$ cat src/rtl/tvip_mem_arb_pkg.sv
// Shared types and default sizing for the three-channel memory arbiter.
// Sizes follow the memory port: 28-bit row/bank/col address, 256-bit DQ burst.
package tvip_mem_arb_pkg;

   localparam int NUM_CH_DEF     = 3;
   localparam int ADDR_W_DEF     = 28;
   localparam int DATA_W_DEF     = 256;
   localparam int BE_W_DEF       = DATA_W_DEF / 8;
   localparam int MAX_RD_OUT_DEF = 8;

   localparam int CH_ID_W = (NUM_CH_DEF > 1) ? $clog2(NUM_CH_DEF) : 1;

   typedef logic [CH_ID_W-1:0] ch_id_t;

   // Round-robin successor of a channel id among n channels.
   function automatic ch_id_t rr_next(input ch_id_t id, input int n);
      return (int'(id) >= n - 1) ? '0 : ch_id_t'(int'(id) + 1);
   endfunction

endpackage

$ cat src/rtl/tvip_mem_rr_arb.sv
// Round-robin arbiter: combinational one-hot grant searching upward from a registered
// pointer; pointer moves past the winner when adv is high. No internal backpressure.
module tvip_mem_rr_arb
   import tvip_mem_arb_pkg::*;
#(
   parameter int N = NUM_CH_DEF
)(
   input  logic         aclk,
   input  logic         areset_n,
   input  logic [N-1:0] req,
   input  logic         adv,
   output logic [N-1:0] gnt,
   output ch_id_t       gnt_id
);

   ch_id_t ptr;
   logic   found;

   always_comb begin
      gnt    = '0;
      gnt_id = '0;
      found  = 1'b0;
      for (int k = 0; k < N; k++) begin
         int idx;
         idx = (int'(ptr) + k) % N;
         if (!found && req[idx]) begin
            found    = 1'b1;
            gnt[idx] = 1'b1;
            gnt_id   = ch_id_t'(idx);
         end
      end
   end

   always_ff @(posedge aclk or negedge areset_n) begin
      if (!areset_n) begin
         ptr <= '0;
      end else if (adv && found) begin
         ptr <= rr_next(gnt_id, N);
      end
   end

endmodule

$ cat src/rtl/tvip_mem_arb.sv
// Shares one memory port among NUM_CH requesters; grant is combinational, command and
// response are registered (1 cycle each). Reads stall via ch_ready once MAX_RD_OUT are in flight.
module tvip_mem_arb
   import tvip_mem_arb_pkg::*;
#(
   parameter int NUM_CH     = NUM_CH_DEF,
   parameter int ADDR_W     = ADDR_W_DEF,
   parameter int DATA_W     = DATA_W_DEF,
   parameter int BE_W       = DATA_W / 8,
   parameter int MAX_RD_OUT = MAX_RD_OUT_DEF
)(
   input  logic                          aclk,
   input  logic                          areset_n,
   input  logic [NUM_CH-1:0]             ch_valid,
   output logic [NUM_CH-1:0]             ch_ready,
   input  logic [NUM_CH-1:0]             ch_write,
   input  logic [NUM_CH*ADDR_W-1:0]      ch_addr,
   input  logic [NUM_CH*DATA_W-1:0]      ch_wdata,
   input  logic [NUM_CH*BE_W-1:0]        ch_wb,
   output logic [NUM_CH-1:0]             ch_rvld,
   output logic [DATA_W-1:0]             ch_rdata,
   output logic                          mem_we,
   output logic                          mem_re,
   output logic [ADDR_W-1:0]             mem_waddr,
   output logic [ADDR_W-1:0]             mem_raddr,
   output logic [DATA_W-1:0]             mem_wdata,
   output logic [BE_W-1:0]               mem_wb,
   input  logic                          mem_rvld,
   input  logic [DATA_W-1:0]             mem_rdout,
   output logic [$clog2(MAX_RD_OUT+1)-1:0] rd_outstanding,
   output logic                          err_unexp_rvld
);

   localparam int CW = $clog2(MAX_RD_OUT + 1);
   localparam int PW = $clog2(MAX_RD_OUT);

   logic [NUM_CH-1:0] elig;
   logic [NUM_CH-1:0] gnt;
   ch_id_t            gid;
   logic              hs;
   logic              gwr;
   logic              push;
   logic              pop;
   logic              unexp;
   logic [CW-1:0]     rd_cnt;
   logic [PW-1:0]     wp;
   logic [PW-1:0]     rp;
   ch_id_t            tag_mem [MAX_RD_OUT];

   // Registered count only: a pop in this cycle does not open a read slot until next cycle.
   assign elig = ch_valid & (ch_write | {NUM_CH{rd_cnt < CW'(MAX_RD_OUT)}});

   tvip_mem_rr_arb #(.N(NUM_CH)) u_rr (
      .aclk     (aclk),
      .areset_n (areset_n),
      .req      (elig),
      .adv      (hs),
      .gnt      (gnt),
      .gnt_id   (gid)
   );

   assign ch_ready = gnt & {NUM_CH{areset_n}};
   assign hs       = |ch_ready;
   assign gwr      = ch_write[gid];

   assign push  = hs & ~gwr;
   assign pop   = mem_rvld & (rd_cnt != '0);
   assign unexp = mem_rvld & (rd_cnt == '0);

   assign rd_outstanding = rd_cnt;

   always_ff @(posedge aclk or negedge areset_n) begin
      if (!areset_n) begin
         mem_we    <= 1'b0;
         mem_re    <= 1'b0;
         mem_waddr <= '0;
         mem_raddr <= '0;
         mem_wdata <= '0;
         mem_wb    <= '0;
      end else begin
         mem_we <= hs & gwr;
         mem_re <= hs & ~gwr;
         if (hs && gwr) begin
            mem_waddr <= ch_addr[int'(gid)*ADDR_W +: ADDR_W];
            mem_wdata <= ch_wdata[int'(gid)*DATA_W +: DATA_W];
            mem_wb    <= ch_wb[int'(gid)*BE_W +: BE_W];
         end
         if (hs && !gwr) begin
            mem_raddr <= ch_addr[int'(gid)*ADDR_W +: ADDR_W];
         end
      end
   end

   always_ff @(posedge aclk or negedge areset_n) begin
      if (!areset_n) begin
         rd_cnt <= '0;
         wp     <= '0;
         rp     <= '0;
      end else begin
         if (push) wp <= wp + 1'b1;
         if (pop)  rp <= rp + 1'b1;
         case ({push, pop})
            2'b10:   rd_cnt <= rd_cnt + 1'b1;
            2'b01:   rd_cnt <= rd_cnt - 1'b1;
            default: rd_cnt <= rd_cnt;
         endcase
      end
   end

   always_ff @(posedge aclk) begin
      if (push) tag_mem[wp] <= gid;
   end

   always_ff @(posedge aclk or negedge areset_n) begin
      if (!areset_n) begin
         ch_rvld        <= '0;
         ch_rdata       <= '0;
         err_unexp_rvld <= 1'b0;
      end else begin
         ch_rvld <= pop ? (NUM_CH'(1) << tag_mem[rp]) : '0;
         if (pop) ch_rdata <= mem_rdout;
         err_unexp_rvld <= err_unexp_rvld | unexp;
      end
   end

endmodule

$ cat config.mk
export PLATFORM = sky130hd
export DESIGN_NAME = tvip_mem_arb
export DESIGN_NICKNAME = d
export VERILOG_FILES = /design/src/rtl/tvip_mem_arb_pkg.sv /design/src/rtl/tvip_mem_rr_arb.sv /design/src/rtl/tvip_mem_arb.sv
export SDC_FILE = /design/constraint.sdc
export NUM_CORES = 2
export LEC_CHECK = 0
export ABC_AREA = 0
export CORE_AREA = 10 10 710 712
export DETAILED_ROUTE_END_ITERATION = 10
export DIE_AREA = 0 0 720 722
export PLACE_DENSITY_LB_ADDON = 0.15
export SETUP_SLACK_MARGIN = 0.1
export SYNTH_ARGS = -nofsm -noshare
export SYNTH_HDL_FRONTEND = slang
export SYNTH_SLANG_ARGS = --single-unit
$ cat constraint.sdc
create_clock -name aclk -period 7 [get_ports aclk]
set_input_delay 1.4 -clock aclk [delete_from_list [all_inputs] [get_ports aclk]]
set_output_delay 1.4 -clock aclk [all_outputs]
set_load 0.01 [all_outputs]
**Metal 4**

(1 px per µm)
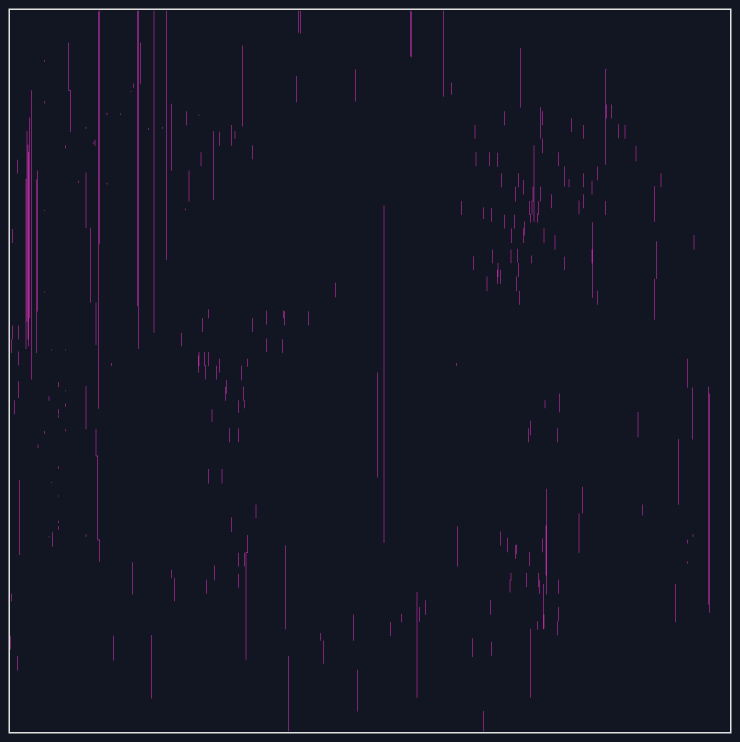
The wires run mostly vertical. 218 nets have wire on it.

**Clock distribution**

(1 px per µm)
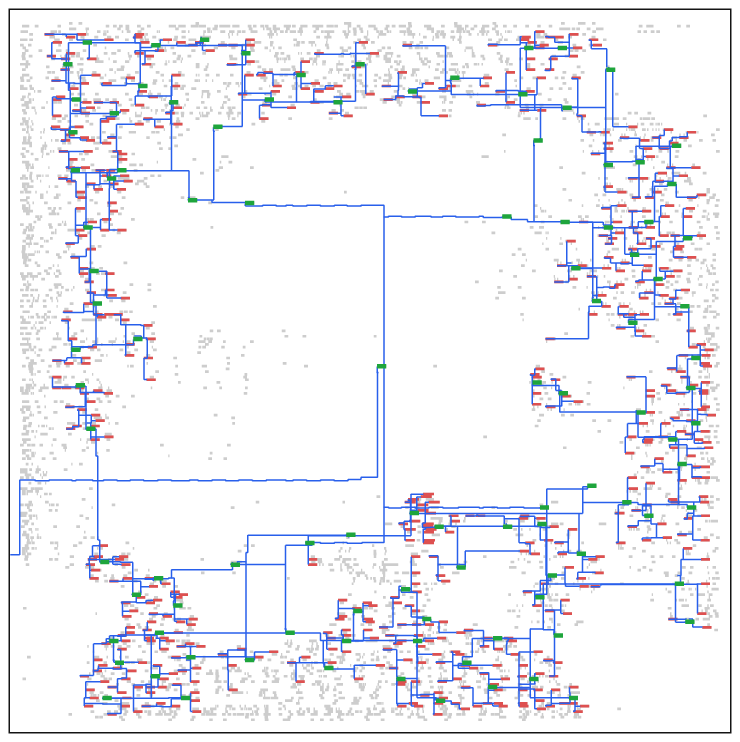
flip-flops: in red, count 634. clock drivers: in green, count 104. clock wires: in blue, length 17000 µm.
Position of the flops: all over the die. There are 105 routed clock nets.

**Local utilization**

36 x 36 tiles, from white (low) to dark blue (high), 0 to 100% covered.
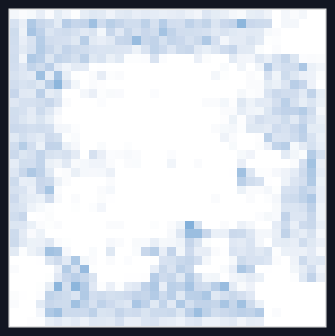
41% of the tiles are nearly empty. The emptiest ninth of the die: centre. The mean over all tiles is 9.8%.

==> flow_summary.rst <==
Physical design figures
=======================

.. list-table::
   :header-rows: 1

   * - Metric
     - Value
   * - Number of non-clock inverters in the layout
     - 9
   * - Final setup violation count
     - 0
   * - Chip area
     - 519800 µm²
   * - Most common reg cell
     - sky130_fd_sc_hd__dfrtp_1
   * - Routed via count
     - approximately 32000
   * - GR met3 Demand/Resource
     - 4.539%
   * - Area fraction in and, or, nand and nor cells after synthesis
     - just under 20%
   * - Antenna cell count
     - 30
   * - Ys async rst share
     - 97.48%
   * - Crit path capture
     - ch_ready[0]
   * - TritonCTS clock tree
     - done
   * - Number of CTS-inserted buffers
     - 104
   * - Final net count
     - 6024
   * - Outcome
     - finished, final reports clean
   * - Wire length of the first global-routing pass
     - between 400 and 500 mm
   * - Portion of synthesized cell area occupied by the leading cell type
     - 52.60%
   * - Library cells used by synthesis
     - 51
   * - Routed wire length on met2
     - ~180 mm
   * - Vias in the first global route
     - 33650
   * - Height of the chip
     - ~720 µm
   * - Area-dominant cell class after layout
     - non-clock buffers
   * - Clock Path Buffers
     - 4
   * - Leading area contributor after synthesis
     - sky130_fd_sc_hd__dfrtp_1
   * - Mux cell area share
     - between 10 and 15%
   * - Number of enable flip-flop cells
     - 16
   * - Htree depth
     - 3
   * - RSZ-0062 raised after global routing
     - false
   * - Total detailed-routing wirelength
     - 344.3 mm
   * - Leak
     - 23.61 nW
   * - Violation tally from detailed-route iteration zero
     - between 1500 and 2000
   * - WL per Instance
     - about 30 µm
   * - Weighted congestion at the end of routability-driven global placement
     - 0.9344
   * - Xor/xnor share
     - 0.2681%
   * - Number of antenna violations at the first check in global routing
     - 227
   * - Sequential share of cell area
     - a little over a quarter
   * - Mapped Avg Cell Area
     - around 9.7 µm²
   * - Source of the worst hold timing path
     - err_unexp_rvld
   * - Final std cell area, no fill
     - 58870 µm²
   * - Post-CTS resize count
     - 0
   * - Tapcell count
     - about 6500
   * - Most instantiated library cell after synthesis
     - sky130_fd_sc_hd__nand2_1
**PDN straps and rails**

(0.5 px per µm) Pins as bars on the die edge.
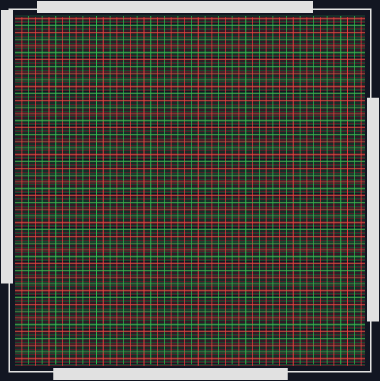
VSS: in red. VDD: in green.
The core has 257 rows. 1826 signal pins sit on the boundary. 51 straps on met4. 51 straps on met5. 258 met1 rails follow the rows.

**Track usage over the die**

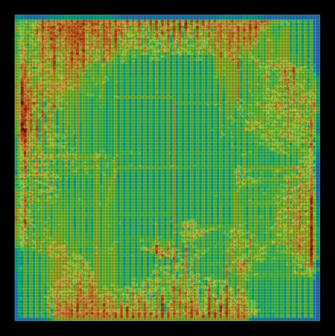
layer with the highest usage: met2
met1 usage: 13.21%
share of the core filled with cells: 12.04%
grt met2 use: 24.05%
overall track demand over capacity in global routing: 12.61%

## worst max-delay path: stages
cell and delay [ns]:
sky130_fd_sc_hd__clkdlybuf4s50_1 0.86, sky130_fd_sc_hd__inv_1 0.15, sky130_fd_sc_hd__o311ai_1 0.76, sky130_fd_sc_hd__o22ai_1 0.26, sky130_fd_sc_hd__nand2_1 0.13, sky130_fd_sc_hd__a41oi_2 0.39
sky130_fd_sc_hd__clkdlybuf4s50_1 0.64
## power breakdown
group / total, mW / switching [mW] / internal, mW / leakage [nW]
Clock: 5.46 / 2.23 / 3.23 / 1.67
Combinational: 13.3 / 8.07 / 5.21 / 14.3
Sequential: 6.28 / 1.11 / 5.17 / 7.64
Total: 25.0 / 11.4 / 13.6 / 23.6
Power and IR drop assume default switching activity.
